Figure 1. Port wiring.
Drawn at 8 px/µm.
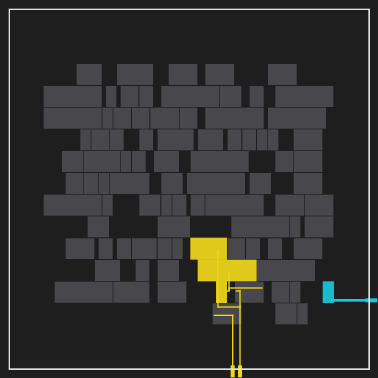
Figure 2. Metal layers overlaid.
Drawn at 12 px/µm. Only two layers are drawn.
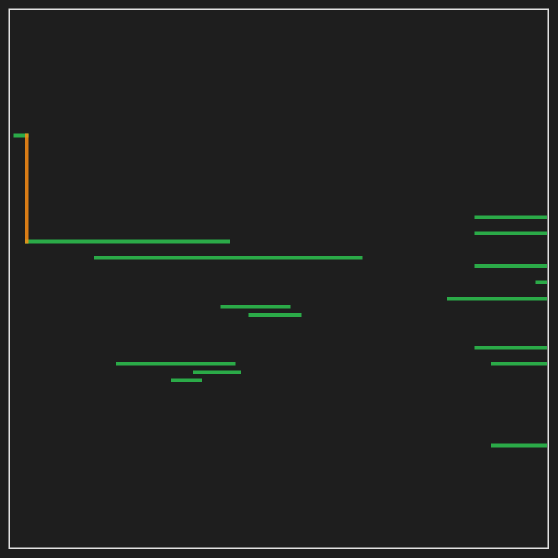
Figure 3. The metal 2 layer.
Drawn at 8 px/µm.
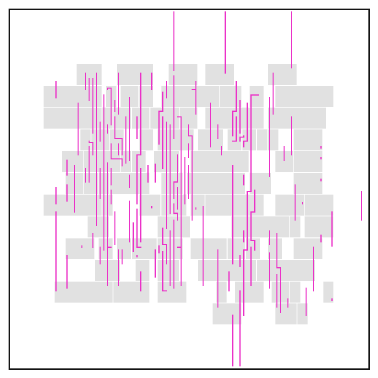
## src/rtl/mura_pkg.sv

```systemverilog
`default_nettype none
// +-----------------------------------------------------------------------+
// | Module   : mura_pkg                                                   |
// | Purpose  : Shared encodings and helpers for the mod-3 step automaton. |
// | Revision : 1.0                                                        |
// +-----------------------------------------------------------------------+
package mura_pkg;

    typedef logic [1:0] mura_state_t;

    localparam mura_state_t S0 = 2'd0;
    localparam mura_state_t S1 = 2'd1;
    localparam mura_state_t S2 = 2'd2;

    typedef enum logic [1:0] {
        ST_IDLE = 2'd0,
        ST_STEP = 2'd1,
        ST_GAP  = 2'd2,
        ST_DONE = 2'd3
    } stepper_state_t;

    function automatic mura_state_t mura_next(input mura_state_t s);
        return (s == S2) ? S0 : mura_state_t'(s + 2'd1);
    endfunction

    // Forward distance from one counter state to another, in steps (0..2).
    function automatic logic [1:0] mura_dist(input mura_state_t from, input mura_state_t to);
        logic [2:0] d;
        d = {1'b0, to} + 3'd3 - {1'b0, from};
        if (d >= 3'd3) begin
            d = d - 3'd3;
        end
        return d[1:0];
    endfunction

endpackage
`default_nettype wire

```

## src/rtl/mura_model.sv

```systemverilog
`default_nettype none
// +-----------------------------------------------------------------------+
// | Module   : mura_model                                                 |
// | Purpose  : Local replica of the mod-3 Moore counter being driven.     |
// | Revision : 1.0                                                        |
// +-----------------------------------------------------------------------+
module mura_model
    import mura_pkg::*;
(
    input  logic        clk,
    input  logic        rst_n,
    input  logic        i_step,
    output mura_state_t o_state,
    output logic        o_y
);

    mura_state_t r_state;

    always_ff @(posedge clk) begin
        if (!rst_n) begin
            r_state <= S0;
        end else if (i_step) begin
            r_state <= mura_next(r_state);
        end
    end

    assign o_state = r_state;
    assign o_y     = (r_state != S0);

endmodule
`default_nettype wire

```

## src/rtl/mura_stepper.sv

```systemverilog
`default_nettype none
// +-----------------------------------------------------------------------+
// | Module   : mura_stepper                                               |
// | Purpose  : Drives en/a step pulses to move a mod-3 counter to target. |
// |            Optional y checker: define MURA_STEPPER_CHECK_EN.          |
// | Revision : 1.0                                                        |
// +-----------------------------------------------------------------------+
module mura_stepper
    import mura_pkg::*;
#(
    parameter int GAP = 1
) (
    input  logic       clk,
    input  logic       rst_n,
    input  logic       req_valid,
    input  logic [1:0] req_target,
    output logic       req_ready,
    output logic       en_o,
    output logic       a_o,
    input  logic       y_i,
    output logic [1:0] model_state_o,
    output logic       busy_o,
    output logic       done_o,
    output logic       bad_o,
    output logic       err_o
);

    localparam bit c_HAS_GAP = (GAP > 0);
    localparam int c_GW      = c_HAS_GAP ? $clog2(GAP + 1) : 1;

    stepper_state_t  r_state;
    logic [1:0]      r_n;
    logic [c_GW-1:0] r_gap;
    logic            r_en;
    logic            r_busy;
    logic            r_done;
    logic            r_bad;
    logic            r_ready;

    mura_state_t     w_model_state;
    logic            w_model_y;
    logic [1:0]      w_dist;
    logic            w_accept;

    assign w_dist   = mura_dist(w_model_state, req_target);
    assign w_accept = req_valid && r_ready;

    // The model steps on the same edge that ends each pulse, mirroring the counter.
    mura_model u_model (
        .clk     (clk),
        .rst_n   (rst_n),
        .i_step  (r_en),
        .o_state (w_model_state),
        .o_y     (w_model_y)
    );

    always_ff @(posedge clk) begin
        if (!rst_n) begin
            r_state <= ST_IDLE;
            r_n     <= 2'd0;
            r_gap   <= '0;
            r_en    <= 1'b0;
            r_busy  <= 1'b0;
            r_done  <= 1'b0;
            r_bad   <= 1'b0;
            r_ready <= 1'b1;
        end else begin
            r_en   <= 1'b0;
            r_done <= 1'b0;
            r_bad  <= 1'b0;
            case (r_state)
                ST_IDLE: begin
                    if (w_accept) begin
                        r_busy  <= 1'b1;
                        r_ready <= 1'b0;
                        if (req_target == 2'd3) begin
                            r_state <= ST_DONE;
                            r_done  <= 1'b1;
                            r_bad   <= 1'b1;
                        end else if (w_dist == 2'd0) begin
                            r_state <= ST_DONE;
                            r_done  <= 1'b1;
                        end else begin
                            r_state <= ST_STEP;
                            r_n     <= w_dist;
                            r_en    <= 1'b1;
                        end
                    end
                end
                ST_STEP: begin
                    r_n <= r_n - 2'd1;
                    if (r_n == 2'd1) begin
                        r_state <= ST_DONE;
                        r_done  <= 1'b1;
                    end else if (c_HAS_GAP) begin
                        r_state <= ST_GAP;
                        r_gap   <= c_GW'(GAP);
                    end else begin
                        r_state <= ST_STEP;
                        r_en    <= 1'b1;
                    end
                end
                ST_GAP: begin
                    if (r_gap == c_GW'(1)) begin
                        r_state <= ST_STEP;
                        r_en    <= 1'b1;
                    end else begin
                        r_gap <= r_gap - c_GW'(1);
                    end
                end
                ST_DONE: begin
                    r_state <= ST_IDLE;
                    r_busy  <= 1'b0;
                    r_ready <= 1'b1;
                end
                default: begin
                    r_state <= ST_IDLE;
                    r_busy  <= 1'b0;
                    r_ready <= 1'b1;
                end
            endcase
        end
    end

`ifdef MURA_STEPPER_CHECK_EN
    logic r_err;

    // The counter's y is compared once per request, when the model is final.
    always_ff @(posedge clk) begin
        if (!rst_n) begin
            r_err <= 1'b0;
        end else if (r_state == ST_IDLE && w_accept) begin
            r_err <= 1'b0;
        end else if (r_state == ST_DONE && (y_i != w_model_y)) begin
            r_err <= 1'b1;
        end
    end

    assign err_o = r_err;
`else
    logic w_unused;
    assign w_unused = &{1'b0, y_i, w_model_y};
    assign err_o    = 1'b0;
`endif

    assign req_ready     = r_ready;
    assign en_o          = r_en;
    assign a_o           = r_en;
    assign model_state_o = w_model_state;
    assign busy_o        = r_busy;
    assign done_o        = r_done;
    assign bad_o         = r_bad;

endmodule
`default_nettype wire

```

## config.mk

```make
export PLATFORM = sky130hd
export DESIGN_NAME = mura_stepper
export DESIGN_NICKNAME = d
export VERILOG_FILES = /design/src/rtl/mura_pkg.sv /design/src/rtl/mura_model.sv /design/src/rtl/mura_stepper.sv
export SDC_FILE = /design/constraint.sdc
export NUM_CORES = 1
export LEC_CHECK = 0
export CORE_MARGIN = 4
export CORE_UTILIZATION = 50
export CTS_CLUSTER_DIAMETER = 30
export CTS_CLUSTER_SIZE = 40
export DETAILED_ROUTE_END_ITERATION = 12
export MAX_ROUTING_LAYER = met4
export PLACE_DENSITY = 0.79
export SETUP_SLACK_MARGIN = 0.4
export SYNTH_ARGS = -nofsm -noshare
export SYNTH_HDL_FRONTEND = slang
export SYNTH_SLANG_ARGS = --single-unit
```

## constraint.sdc

```tcl
create_clock -name clk -period 3.9 [get_ports clk]
set_input_delay 0.975 -clock clk [delete_from_list [all_inputs] [get_ports clk]]
set_output_delay 0.975 -clock clk [all_outputs]
set_load 0.01 [all_outputs]
```

==> impl_metrics.tcl <==
# yosys + openroad results
set metrics [dict create \
    clock-sinks 12 \
    r2r_end "done_o" \
    tool_warnings 27 \
    clk_pin_slew_worst_paths_ns 0.08 \
    synth.top_cell.area_share 0.355 \
    io_pins 15 \
    reg2reg_slack_ns 1.54 \
    first_global_vias 538 \
    diodes 0 \
    cts_buffer_depth 2 \
    finalNetCount 100 \
    rows 12 \
    crit_type "input port to flip-flop" \
    synth_flops 12 \
    cts_resized 0 \
    crit_slowest_cell "fa_1" \
    cts_tree "yes" \
    die_y_um 44.8 \
    core_area_um2 1190 \
    worstSetupEndpointType "flip-flop" \
    area_leaders "dfxtp_1 (35%), ha_1 (5.5%), nand2_1 (3.9%)" \
    synth_cells 76 \
    crit_required_ns 4.09 \
    drt-initial-drc-count 12 \
    largest_area_cell "dfxtp_1" \
    viasPerCell 5.54 \
    cp-start-kind "input port" \
    reg2reg_depth 7 \
    grt_max_degree 12 \
    initCoreUtil 0.571 \
    cp_top_family "adder cells" \
    peakVddDrop_mv 0.382 \
    critPathBufInv 1 \
    timing.final.ws_setup_ns 0.813 \
    worstPathArrival_ns 3.28 \
    min-delay-start "r_n[1]" \
    drv_cap 0 \
    slowest_delay_ns 0.50 \
    antenna_left 0 \
    place_inst 99 \
    status "finished clean" \
    yosys-stat-cells 76 \
    cp_common_cell "ha_1" \
    post_cts_buffers 0 \
    root_buffer "clkbuf_4" \
]
-- Figure 1 (at the start) --
Cyan is `err_o`, direction output, edge right, end cells 1, buffers 0, wire 4.50 µm. Yellow is `req_target`, direction input, edge bottom, end cells 3, buffers 2, wire 35.6 µm.

-- Figure 2 (at the start) --
Green is metal 3, wire length 106 µm. Orange is metal 4, wire length 8.80 µm.
All-Layer GR Usage: 0.149
via count: 571
WL final: 1.26 mm
drt wl/cell: 12.2 µm

-- Figure 3 (at the start) --
79 nets have wire on it. The wires run mostly vertical.

==> flip-flops by register name (all words and copies together), names as in the netlist <==
register,count
a_o,1
bad_o,1
busy_o,1
done_o,1
r_gap,1
r_n,2
r_state,2
req_ready,1
u_model.o_state,2
==> Yosys cell counts <==
library cell	instances
dfxtp_1	12
ha_1	3
nor3_2	1
and2_1	2
nor2_1	3
nor3_1	2
nand2b_1	2
nor3b_1	2
a21boi_1	1
and3b_1	1
nor2b_1	3
o31ai_2	2
nand3b_4	1
conb_1	1
nand3_1	3
o31a_1	1
o211a_2	1
or4_4	1
a21oi_1	5
a21o_2	1
o21ai_1	3
fa_1	1
nand2_1	7
inv_2	1
o2111ai_1	1
o21ai_0	3
clkbuf_1	1
or2b_2	1
inv_1	3
o21bai_1	1
and3_1	1
o21a_1	1
buf_4	2
a31oi_1	1
o311a_1	1
==> stage by stage <==
step	area (µm²)	total power (µW)	hold WS, ns	utilization
global placement	796	299	0.463	0.671
CTS	832	401	0.481	0.701
finish	832	400	0.482	0.701
floorplan	677	263	0.449	-
detailed placement	796	303	0.467	0.671
global route	832	427	0.521	0.701
==> layout make-up <==
class                   count  area (µm²)  area share
inverters                   4        15.0      0.0180
flip-flops and latches     12         240       0.289
clock buffers               4        36.3      0.0436
repair buffers             12         120       0.144
well taps                  14        17.5      0.0211
multi-input cells          57         403       0.484
==> tightest hold or removal path: cells and delay by family, from the launching register on <==
family,cells,cell delay [ns]
and+or+nand+nor,1,0.06
AOI/OAI and AO/OA,1,0.07
DFF,1,0.31
==> routing by layer <==
layer	routed length [µm]	GRT usage	vias up
met5	0	-	-
met4	8	0.0175	0
met3	105	0.0598	2
met2	573	0.252	22
met1	569	0.169	253
li1	-	-	294
==> how the worst max path moves through the flow <==
stage	from	endpoint	cells after the start
floorplan	req_target[0]	done_o	6
detailed placement	req_target[0]	done_o	7
global route	req_target[0]	r_n[1]	8
finish	req_target[0]	done_o	7
CTS	req_target[0]	done_o	7
global placement	req_target[0]	done_o	7
==> where the power goes <==
part	leakage, µW	total (µW)	switching (µW)	internal (µW)
Sequential	0.0000986	166	22.2	144
Combinational	0.000210	135	63.7	71.3
Clock	0.0000210	98.8	42.0	56.8
Total	0.000329	400	128	272
==> cell families after synthesis <==
| family | share of synthesized area |
|---|---|
| flops | 0.355 |
| buf+inv | 0.0499 |
| other cells | 0.00554 |
| compound gates | 0.229 |
| fa+ha+maj | 0.0850 |
| simple gates | 0.275 |
No activity file was given, so power comes from the tool's default toggle rates.
